===== config.mk =====
export PLATFORM = sky130hd
export DESIGN_NAME = and16_serial_ctrl_flat
export DESIGN_NICKNAME = d
export VERILOG_FILES = /design/src/rtl/and16_serial_ctrl_pkg.sv /design/src/rtl/and16_serial_ctrl_if.sv /design/src/rtl/and16_serial_ctrl_gate.sv /design/src/rtl/and16_serial_ctrl.sv /design/src/flat_wrapper.sv
export SDC_FILE = /design/constraint.sdc
export NUM_CORES = 1
export LEC_CHECK = 0
export CAP_MARGIN = 30
export CELL_PAD_IN_SITES_DETAIL_PLACEMENT = 0
export CELL_PAD_IN_SITES_GLOBAL_PLACEMENT = 1
export CORE_MARGIN = 2
export CORE_UTILIZATION = 38
export CTS_CLUSTER_SIZE = 20
export DETAILED_ROUTE_END_ITERATION = 8
export PLACE_DENSITY = 0.71
export SYNTH_ARGS = -nofsm -noshare
export SYNTH_HDL_FRONTEND = slang
export SYNTH_SLANG_ARGS = --single-unit

===== constraint.sdc =====
create_clock -name clk -period 5.35 [get_ports clk]
set_input_delay 0.535 -clock clk [delete_from_list [all_inputs] [get_ports clk]]
set_output_delay 0.535 -clock clk [all_outputs]
set_load 0.1 [all_outputs]

===== src/rtl/and16_serial_ctrl_pkg.sv =====
// rtl/and16_serial_ctrl_pkg.sv - shared FSM encoding and defaults for the serial AND controllers
package and16_serial_ctrl_pkg;

  localparam int STATE_W       = 2;
  localparam int DEFAULT_WIDTH = 16;

  // 2'b11 is unused and recovers to IDLE.
  typedef enum logic [STATE_W-1:0] {
    ST_IDLE = 2'b00,
    ST_RUN  = 2'b01,
    ST_DONE = 2'b10
  } state_e;

endpackage


===== src/rtl/and16_serial_ctrl_if.sv =====
// rtl/and16_serial_ctrl_if.sv - operand/result handshake bundle between requester and serial controller
interface and16_serial_ctrl_if
  import and16_serial_ctrl_pkg::*;
#(
  parameter int WIDTH = DEFAULT_WIDTH
);

  logic             in_valid;
  logic             in_ready;
  logic [WIDTH-1:0] a;
  logic [WIDTH-1:0] b;
  logic             out_valid;
  logic             out_ready;
  logic [WIDTH-1:0] out;
  logic             busy;

  modport master (
    output in_valid, a, b, out_ready,
    input  in_ready, out_valid, out, busy
  );

  modport slave (
    input  in_valid, a, b, out_ready,
    output in_ready, out_valid, out, busy
  );

endinterface


===== src/rtl/and16_serial_ctrl_gate.sv =====
// rtl/and16_serial_ctrl_gate.sv - single two-input AND gate shared by the serial datapath
module and_gate (
  input  logic a,
  input  logic b,
  output logic out
);

  assign out = a & b;

endmodule


===== src/rtl/and16_serial_ctrl.sv =====
// rtl/and16_serial_ctrl.sv - bit-serial WIDTH-bit AND through one shared gate, LSB first
module and16_serial_ctrl
  import and16_serial_ctrl_pkg::*;
#(
  parameter int WIDTH = DEFAULT_WIDTH
) (
  input  logic                 clk,
  input  logic                 reset,
  and16_serial_ctrl_if.slave   bus
);

  localparam int CNT_W = $clog2(WIDTH);

  state_e           state_q;
  logic [WIDTH-1:0] sa_q;
  logic [WIDTH-1:0] sb_q;
  logic [WIDTH-1:0] acc_q;
  logic [WIDTH-1:0] acc_d;
  logic [WIDTH-1:0] out_q;
  logic [CNT_W-1:0] cnt_q;
  logic             and_bit;

  and_gate u_and (
    .a   (sa_q[0]),
    .b   (sb_q[0]),
    .out (and_bit)
  );

  // Result bits enter at the MSB so the first (LSB) bit ends up at bit 0.
  assign acc_d = {and_bit, acc_q[WIDTH-1:1]};

  always_ff @(posedge clk or posedge reset) begin
    if (reset) begin
      state_q <= ST_IDLE;
      sa_q    <= '0;
      sb_q    <= '0;
      acc_q   <= '0;
      out_q   <= '0;
      cnt_q   <= '0;
    end else begin
      case (state_q)
        ST_IDLE: begin
          if (bus.in_valid) begin
            sa_q    <= bus.a;
            sb_q    <= bus.b;
            acc_q   <= '0;
            cnt_q   <= '0;
            state_q <= ST_RUN;
          end
        end
        ST_RUN: begin
          sa_q  <= sa_q >> 1;
          sb_q  <= sb_q >> 1;
          acc_q <= acc_d;
          // Counter parks at WIDTH-1 on the final bit instead of wrapping.
          if (cnt_q == CNT_W'(WIDTH - 1)) begin
            out_q   <= acc_d;
            state_q <= ST_DONE;
          end else begin
            cnt_q <= cnt_q + CNT_W'(1);
          end
        end
        ST_DONE: begin
          if (bus.out_ready) begin
            state_q <= ST_IDLE;
          end
        end
        default: state_q <= ST_IDLE;
      endcase
    end
  end

  assign bus.in_ready  = (state_q == ST_IDLE);
  assign bus.out_valid = (state_q == ST_DONE);
  assign bus.busy      = (state_q == ST_RUN);
  assign bus.out       = out_q;

endmodule


===== src/flat_wrapper.sv =====
// flat-port wrapper written by rule: the top's interface ports become plain ports
module and16_serial_ctrl_flat import and16_serial_ctrl_pkg::*;
#(
  parameter int WIDTH = DEFAULT_WIDTH
)
  (clk, reset, bus_in_valid, bus_a, bus_b, bus_out_ready, bus_in_ready, bus_out_valid, bus_out, bus_busy);
  and16_serial_ctrl_if #(.WIDTH(WIDTH)) bus_i ();
  input  logic clk;
  input  logic reset;
  input wire logic [$bits(bus_i.in_valid)-1:0] bus_in_valid;
  input wire logic [$bits(bus_i.a)-1:0] bus_a;
  input wire logic [$bits(bus_i.b)-1:0] bus_b;
  input wire logic [$bits(bus_i.out_ready)-1:0] bus_out_ready;
  output wire logic [$bits(bus_i.in_ready)-1:0] bus_in_ready;
  output wire logic [$bits(bus_i.out_valid)-1:0] bus_out_valid;
  output wire logic [$bits(bus_i.out)-1:0] bus_out;
  output wire logic [$bits(bus_i.busy)-1:0] bus_busy;
  assign bus_i.in_valid = bus_in_valid;
  assign bus_i.a = bus_a;
  assign bus_i.b = bus_b;
  assign bus_i.out_ready = bus_out_ready;
  assign bus_in_ready = bus_i.in_ready;
  assign bus_out_valid = bus_i.out_valid;
  assign bus_out = bus_i.out;
  assign bus_busy = bus_i.busy;
  and16_serial_ctrl #(.WIDTH(WIDTH)) u_core (.clk(clk), .reset(reset), .bus(bus_i));
endmodule

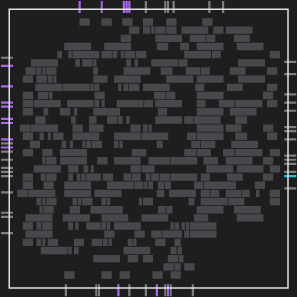
pins.png
Scale: 3 px per micron. Pins as bars across the die edge, other pins in grey.
legend:
  bus_out_ready:
    colour: cyan
    pins: 1
    direction: input
    edge: east
  bus_b:
    colour: purple
    pins: 16
    direction: input
    edge: 8 west, 5 north, 3 south
all pins by edge: 19 west, 14 east, 11 south, 11 north

==> reports/metrics.yaml <==
run_status:
  status: "finished, final reports clean"
placed_design:
  portBuffers: 54
  place_congestion: 0.760
  placed_cell_area_sq_um: 3560
setup_path:
  cp-end-kind: "output pin"
  cp_max_fo: 34
  endpoint: "bus_busy"
  reg2reg_depth: 3
  crit_family: "buffers and inverters"
  path_cells: "nand2b_1 -> buf_4 -> inv_6 -> clkdlybuf4s50_1"
  r2r-start: "u_core.state_q[0]"
  r2r_slack_ns: 3.48
routing:
  route.met2.wl_microns: 2300
  wl_microns: 5300
  viasPerCell: 4.74
  antenna_left: 0
  drt_iter0_markers: 98
  maxUsedRoutingLayer: "met4"
  wl_met3_microns: 231
floorplanning:
  nWellTaps: 102
  die_w_microns: 92.4
  placementRows: 32
  ios: 55
  initCoreUtil_pct: 38.8
timing:
  rsz0062_at_grt: "no"
  setup_slack_ns: 2.11
  finalHoldViolCount: 0
  tightestPinTransition_ns: 0.965
  fin_setup_tns_ns: 0
  setup_violations: 0
  fmax_mhz: 309
clock_tree:
  clock.latency.late_pin_ns: 0.34
  root_buffer: "clkbuf_8"
  clockBufferDepth: 2
  cts_tree: "built"
  htreeDepth: 3
  holdBufCountCts: 0
  cts_resized: 0
synthesis:
  syn_inst: 237
  aoi_share_pct: 12.0
  syn_area_per_cell_sq_um: 12.5
  synthTopLogicFamily: "multiplexers"
  mux_share_pct: 17.6
  synth.distinct_cells: 29
  ys_seq_share_pct: 58.1
  dominantRegCellSynth: "dfrtp_1"
  synthArstFlopShare_pct: 100
  ys_ff: 69
  yosys_area_sq_um: 2970
  ys_sh_xor_pct: 0.295
  top_cell_area_share_pct: 58.1
  top_cell: "dfrtp_1"
  largest_area_cell: "dfrtp_1"
  top_cells_by_area: "dfrtp_1, mux2i_1, o21ai_0"
  synth.net_count: 274
  synthTopCellsByCount: "dfrtp_1, nand2_1, o21ai_0"
global_route:
  grt-busiest-layer: "met2"
  grt-ovfl-total: 0
  grt_pass1_wl_microns: 9010
  gr-usage-met1_pct: 19.1
  antenna_found_initial: 0
  grt_pass1_vias: 1840
  grt.total_usage_pct: 13.6
layout:
  lay_top_count: "dfrtp_1"
  area_delta_synth_final_pct: 27.5
  fin_cells: 398
  fin_nets: 328
  layout-drive-gt1-share_pct: 13.2
  lay_top_cells: "dfrtp_1, clkdlybuf4s50_1, nand2_1"
  nNonClkBuffers: 57
  comb_share_pct: 29.7
  seqCellArea_sq_um: 1730
pwr:
  sw_frac_of_total_pct: 43.4
  top_power_group: "combinational logic"
  internal_power_mw: 1.42
  pwr-share-comb_pct: 46.3
  p_seq_mw: 0.872
  powerComb_mw: 1.16
  power_density_nw_per_um2: 661
  switchingPower_mw: 1.09
  pwr-share-seq_pct: 34.9
  power_frac_clock_pct: 18.8
worst_hold_path:
  worstHoldPathCells: 2
  min_to: "u_core.sb_q[0]"
  hold_path_class: "register to register"
flow_run:
  drv_cap: 0
  warnings: 26
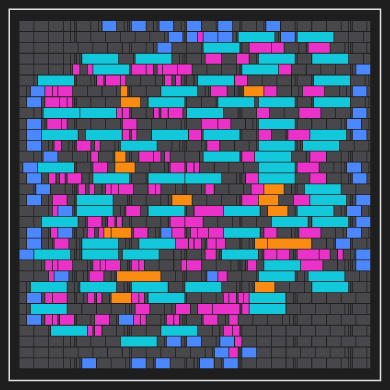
cell_classes.png
Scale: 4 px per micron. Fill, decap, tap and diode cells in grey.
legend:
  clock drivers and dummy loads:
    colour: orange
    cells: 16
    share_of_their_area: 6.1%
  flops:
    colour: cyan
    cells: 69
    share_of_their_area: 47%
  all other logic:
    colour: magenta
    cells: 154
    share_of_their_area: 31%
  other buffers and delay cells:
    colour: blue
    cells: 57
    share_of_their_area: 15%
Seq/total area: 45.6%
post-route cell area: 3790 sq um
fin util: 49.5%
Placeable Area: 7650 sq um

Power figures rest on the tool's default switching activity, not on a simulated workload.
